`config.mk`:
```
export PLATFORM = sky130hd
export DESIGN_NAME = mem_access_unit
export DESIGN_NICKNAME = d
export VERILOG_FILES = /design/src/rtl/mem_pkg.sv /design/src/rtl/lane_align.sv /design/src/rtl/mem_access_unit.sv
export SDC_FILE = /design/constraint.sdc
export NUM_CORES = 1
export LEC_CHECK = 0
export CAP_MARGIN = 5
export CORE_UTILIZATION = 30
export DETAILED_ROUTE_END_ITERATION = 8
export GPL_TIMING_DRIVEN = 0
export PLACE_DENSITY = 0.7
export SYNTH_ARGS = -nofsm -noshare
export SYNTH_HDL_FRONTEND = slang
export SYNTH_SLANG_ARGS = --single-unit
```
`constraint.sdc`:
```
create_clock -name clk -period 2.45 [get_ports clk]
set_input_delay 0.735 -clock clk [delete_from_list [all_inputs] [get_ports clk]]
set_output_delay 0.735 -clock clk [all_outputs]
set_load 0.02 [all_outputs]
```
`src/rtl/mem_pkg.sv`:
```
// Shared encodings and helpers for the load/store initiator.
package mem_pkg;

  localparam logic [2:0] OP_B  = 3'b000;
  localparam logic [2:0] OP_H  = 3'b001;
  localparam logic [2:0] OP_W  = 3'b010;
  localparam logic [2:0] OP_BU = 3'b100;
  localparam logic [2:0] OP_HU = 3'b101;

  typedef enum logic [1:0] {IDLE, RD, WR, DONE} state_e;

  typedef enum logic [1:0] {SZ_B, SZ_H, SZ_W} size_e;

  // Access size; unlisted op codes behave as word accesses.
  function automatic size_e size_of(input logic [2:0] op);
    case (op)
      OP_B, OP_BU: size_of = SZ_B;
      OP_H, OP_HU: size_of = SZ_H;
      default:     size_of = SZ_W;
    endcase
  endfunction

  // Halfwords need an even address, words a 4-byte-aligned one.
  function automatic logic is_misaligned(input logic [2:0] op, input logic [1:0] a);
    case (size_of(op))
      SZ_B:    is_misaligned = 1'b0;
      SZ_H:    is_misaligned = a[0];
      default: is_misaligned = (a != 2'b00);
    endcase
  endfunction

endpackage

```
`src/rtl/lane_align.sv`:
```
// Little-endian byte-lane steering: store merge and load extract/extend.
module lane_align
  import mem_pkg::*;
(
  input  logic [31:0] merge_word_i,
  input  logic [31:0] store_data_i,
  input  logic [31:0] load_word_i,
  input  logic [1:0]  addr_i,
  input  logic [2:0]  op_i,
  output logic [31:0] merged_o,
  output logic [31:0] loaded_o
);

  logic [7:0]  ld_byte;
  logic [15:0] ld_half;

  // Replace the addressed lane(s) of the captured word with store data.
  always_comb begin
    merged_o = merge_word_i;
    case (size_of(op_i))
      SZ_B:    merged_o[{addr_i, 3'b000} +: 8]        = store_data_i[7:0];
      SZ_H:    merged_o[{addr_i[1], 4'b0000} +: 16]   = store_data_i[15:0];
      default: merged_o = store_data_i;
    endcase
  end

  // Select the addressed lane of the read word and extend it.
  always_comb begin
    ld_byte = load_word_i[{addr_i, 3'b000} +: 8];
    ld_half = load_word_i[{addr_i[1], 4'b0000} +: 16];
    case (op_i)
      OP_B:    loaded_o = {{24{ld_byte[7]}}, ld_byte};
      OP_BU:   loaded_o = {24'h000000, ld_byte};
      OP_H:    loaded_o = {{16{ld_half[15]}}, ld_half};
      OP_HU:   loaded_o = {16'h0000, ld_half};
      default: loaded_o = load_word_i;
    endcase
  end

endmodule

```
`src/rtl/mem_access_unit.sv`:
```
// Multicycle byte/half/word load/store initiator toward a word-wide d_mem.
module mem_access_unit
  import mem_pkg::*;
#(
  parameter int unsigned WAIT_CYCLES = 1
) (
  input  logic        clk,
  input  logic        reset,
  input  logic        start,
  input  logic        isStore,
  input  logic [2:0]  op,
  input  logic [31:0] cpuAddr,
  input  logic [31:0] storeData,
  input  logic [31:0] readData,
  output logic        busy,
  output logic        done,
  output logic        misaligned,
  output logic [31:0] loadData,
  output logic [31:0] address,
  output logic [31:0] writeData,
  output logic        memRead,
  output logic        memWrite
);

  localparam int unsigned CW = (WAIT_CYCLES > 1) ? $clog2(WAIT_CYCLES) : 1;
  localparam logic [CW-1:0] LAST = CW'(WAIT_CYCLES - 1);

  state_e        state_q, state_d;
  logic [CW-1:0] wcnt_q, wcnt_d;
  logic          is_store_q, mis_q;
  logic [2:0]    op_q;
  logic [31:0]   addr_q, sdata_q, word_q, load_data_q;
  logic          accept, rd_last;
  logic [31:0]   merged, extracted;

  lane_align u_lane_align (
    .merge_word_i (word_q),
    .store_data_i (sdata_q),
    .load_word_i  (readData),
    .addr_i       (addr_q[1:0]),
    .op_i         (op_q),
    .merged_o     (merged),
    .loaded_o     (extracted)
  );

  // Next-state logic and wait counter.
  always_comb begin
    state_d = state_q;
    wcnt_d  = wcnt_q;
    accept  = 1'b0;
    rd_last = 1'b0;
    case (state_q)
      IDLE: begin
        if (start) begin
          accept = 1'b1;
          if (is_misaligned(op, cpuAddr[1:0]))          state_d = DONE;
          else if (!isStore || size_of(op) != SZ_W)     state_d = RD;
          else                                          state_d = WR;
        end
      end
      RD: begin
        if (wcnt_q == LAST) begin
          rd_last = 1'b1;
          wcnt_d  = '0;
          state_d = is_store_q ? WR : DONE;
        end else begin
          wcnt_d = wcnt_q + 1'b1;
        end
      end
      WR:      state_d = DONE;
      DONE:    state_d = IDLE;
      default: state_d = IDLE;
    endcase
  end

  // State, request capture and read-word capture.
  // Load extraction is taken from readData on the last RD edge so loadData is already valid in DONE.
  always_ff @(posedge clk) begin
    if (reset) begin
      state_q     <= IDLE;
      wcnt_q      <= '0;
      is_store_q  <= 1'b0;
      mis_q       <= 1'b0;
      op_q        <= '0;
      addr_q      <= '0;
      sdata_q     <= '0;
      word_q      <= '0;
      load_data_q <= '0;
    end else begin
      state_q <= state_d;
      wcnt_q  <= wcnt_d;
      if (accept) begin
        is_store_q <= isStore;
        mis_q      <= is_misaligned(op, cpuAddr[1:0]);
        op_q       <= op;
        addr_q     <= cpuAddr;
        sdata_q    <= storeData;
      end
      if (rd_last) begin
        word_q <= readData;
        if (!is_store_q) load_data_q <= extracted;
      end
    end
  end

  assign busy       = (state_q != IDLE);
  assign done       = (state_q == DONE);
  assign misaligned = (state_q == DONE) && mis_q;
  assign memRead    = (state_q == RD);
  assign memWrite   = (state_q == WR);
  assign address    = {2'b00, addr_q[31:2]};
  assign writeData  = merged;
  assign loadData   = load_data_q;

endmodule

```
m1.png
Scale: 3 px per um. Supply wires on this layer in grey. Cells faint in the background.
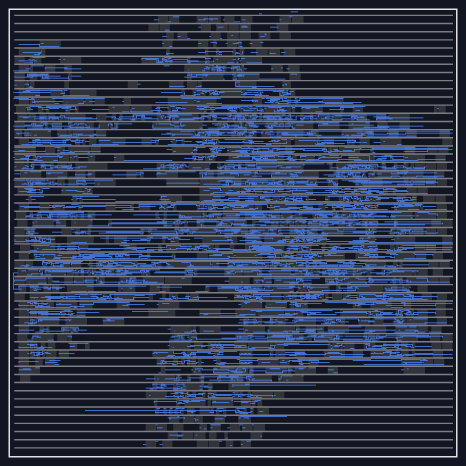
nets with wire on the layer: 991
share of all routed wire: 41%
main direction: horizontal
wire length on this layer: 9,790 um
longest straight run: 50.1 um
met1 Use GR: 26.67%
Vias: 6,687
final WL: 23,750 um

m2.png
Scale: 3 px per um.
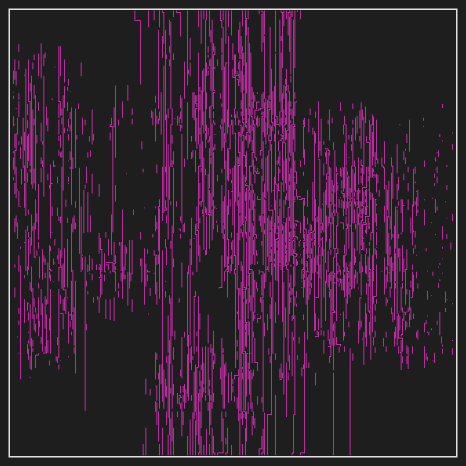
longest straight run: 51.3 um
wire length on this layer: 10,700 um

m4.png
Scale: 2 px per um. Supply wires on this layer in grey. Cells faint in the background.
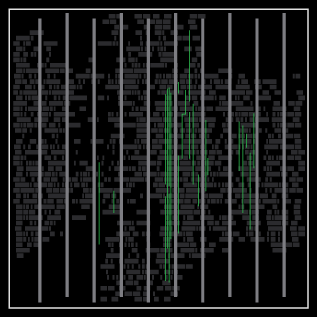
nets with wire on the layer: 19
main direction: vertical
share of all routed wire: 3.2%
wire length on this layer: 762 um
longest straight run: 79.6 um

==> CHANGELOG.md <==
## Flow update

- Status: complete, but fails checks
- Failing checks: negative setup slack
- Largest delay share family, worst path: buffers and inverters
- RSZ-0062 raised after global routing: true
- Syn_area_per_cell: 8.007 sq um
- Switching fraction of total power: approximately two fifths
- Clock share of power: 24.1%
- Min cycle time layout: 2.900 ns
- Buffers on Ports: 201
- Final std cells w/o fill: 1,331
- Total number of yosys warnings: 0
- Cells along the critical path: buf_6 > clkinvlp_4 > ha_4 > buf_12 > a41o_4 > buf_4 > a22o_4 > buf_6
- Dpl cells: between 1,000 and 1,500
- Critical path's most frequent cell: buf_6
- Gate power share: a little under half
- Area share, top type: a little over two fifths
- Fmax: 344.8 MHz
- Final setup violation count: 32
- Vias in the first global route: 6,400
- Worst Max-Slew Pin Slew: approximately 0.72 ns
- Layout cells sized above 1: 17.33%
- HP Class: flip-flop to flip-flop
- Worst setup EP type: primary output
- Late-Pin Clk Latency: 0.43 ns
- Period utilisation layout: 118.4%
- First-pass GRT wire length: approximately 36,000 um
- Critical path class: flip-flop to primary output
- Cell Type Count: 50
- Area growth from synthesis to layout: 51.74%
- Dominant cell type by area after synthesis: dfxtp_1
- Worst setup SP type: flip-flop
- Internal: 6.420 mW
- H-tree depth: 4
- Finished Core Util: 46.44%
- Flops out of synthesis: 135
- Worst path slowest cell: dfxtp_2
- Inserted Diodes: 0
- Yosys cell count: 806
- Init Core Util: 30.60%
- Seq share, synth: 41.88%
- Tot Pwr: 10.42 mW
- 1st-iter DRT viols: about 500
- Critical path buffer and inverter count: 5
- Total CTS buffers: 17
- Clock-pin slew on the worst setup and hold paths: ~0.060 ns
- Sequential share of power: 30.2%
- Sinks on Clock Net: between 100 and 150
- Initial antenna violation count: 0
- Total power density per cell area: roughly 1100 nW/um^2
- FP Rows: 53
- CORE AREA: 21,090 sq um
- Flip-flops with a built-in enable: 0
- Cells after synthesis: 806
- OpenROAD warning count: 36
- Via density per instance: 5.024
- LEAKAGE: 3.759 nW
- Max-slew violation count: 0
- Crit path largest cell delay: 0.33 ns
- Post-route setup slack: -0.4502 ns
- Required time of the critical path: 1.71 ns
- Slew headroom: 51.53%
- DRC: 0
- Sw Pwr: 3.999 mW
- Gr usage total: 21.62%
- Hpwl dp: 17,720 um
- Top Ports: around 200
- Post-synth ARST share: 0%
- Fin. Hold Viols: 0
- TritonRoute pass-1 iters: 5
- Final Net Count: roughly 1,200
- Final Hold Slack: 0.4520 ns
- Die Ht: roughly 150 um
- Final GP Congestion: about 0.96
- CTS max path bufs: 2
- Largest fanout on the critical path: 7
- Routed len/inst: about 18 um
- Dominant register cell: dfxtp_1
- DP Area: 8815 sq um
- Top area cell types: dfxtp_1, nand2_1, a21oi_1
- Clock skew: 0.006849 ns
- Total Die Area: 22,100 sq um
- Worst vdd ir: slightly above 0.0007 V
- Root buf cell: clkbuf_16
- CTS tree: yes
- Max-Cap Viols: 0
- Post-DRT Antenna Nets: 0
- Gr ovfl total: 0
-- routing by layer --
layer  vias up  wire length [um]  global-route usage (%)
li1       3213                 -                       -
met5         -                 0                       0
met2       354             10670                   34.58
met4         0               762                   8.093
met1      3071              9794                   26.67
met3        49              2524                   7.454
-- per-stage QoR --
step,setup TNS (ns),worst slack [ns]
2_1_floorplan,0,0.003375
3_3_place_gp,-22.79,-0.7579
3_5_place_dp,-24.72,-0.7998
4_1_cts,-12.21,-0.4504
5_1_grt,-13.96,-0.4952
6_report,-12.18,-0.4502
-- worst paths after layout --
kind	start	endpoint	slack (ns)	cells after the start
max	addr_q[0]	writeData[0]	-0.45	8
max reg2reg	state_q[1]	loadData[10]	0.30	8
min reg2reg	addr_q[6]	addr_q[6]	0.45	2
min	addr_q[6]	addr_q[6]	0.45	2
-- logic make-up (layout without fill, tap and decap cells) --
group / after synthesis / count (layout) / share of synthesized area (%)
fa+ha+maj: 10 / 10 / 1.939
compound gates: 217 / 217 / 22.70
mux: 37 / 37 / 5.739
flops: 135 / 135 / 41.88
simple gates: 296 / 296 / 18.48
other cells: 1 / 2 / 0.05811
buf+inv: 110 / 359 / 9.209
-- tightest hold or removal path, cell delays in order (launching register included) --
cell and delay (ns):
dfxtp_1 0.30, nand2_1 0.05, a21oi_1 0.05
-- layout make-up --
type	instances	area, sq um
clock buffers	19	442.9
inverters	16	75.07
flip-flops and latches	135	2709
repair buffers	220	2223
fillers	2082	11290
multi-input cells	562	3322
plain buffers	91	546.8
clock inverters	13	130.1
well taps	275	344.1
-- synthesized netlist by cell type, drive strengths merged, types with 3 or more instances --
cell and n:
mux2i 37, a22o 24, clkbuf 30, inv 16, and2 3, nor2b 4, a221o 15, nand2 212
o211ai 5, o2111ai 5, dfxtp 135, a211oi 18, a21oi 101, nor2 59, o21ai 18, ha 10
buf 64, o22a 5, o22ai 7, nand2b 8, a22oi 8
-- cell usage in the layout, fill, tap and decap left out, drive strengths merged, types with 7 or more instances in the layout --
cell,synthesis,routed
a221o,15,15
clkbuf,30,47
a22oi,8,8
ha,10,10
dfxtp,135,135
a21oi,101,101
a22o,24,24
o22ai,7,7
clkdlybuf4s50,0,164
a211oi,18,18
o21ai,18,18
inv,16,15
nand2b,8,8
buf,64,114
clkinv,0,7
nand2,212,212
nor2,59,59
mux2i,37,37
-- registers in the layout (all words and copies together), names as in the netlist --
signal	flops
mis_q	1
loadData	32
sdata_q	32
state_q	2
addr_q	32
is_store_q	1
word_q	32
op_q	3
-- what timing repair did --
action                                  in CTS  in global routing
hold buffers                                 0                  0
endpoints found under the setup margin      36                 34
gates resized                              231                 19
buffers inserted                            11                  8
pin swaps                                   31                 20
-- power groups by stage --
stage	Combinational, mW	Sequential (mW)	Clock, mW
2_1_floorplan	2.47	3.29	0
3_3_place_gp	4.34	3.14	0
3_5_place_dp	4.39	3.16	0
4_1_cts	4.62	3.13	2.54
5_1_grt	5.11	3.20	2.66
6_report	4.76	3.15	2.52
Power figures rest on the tool's default switching activity, not on a simulated workload.
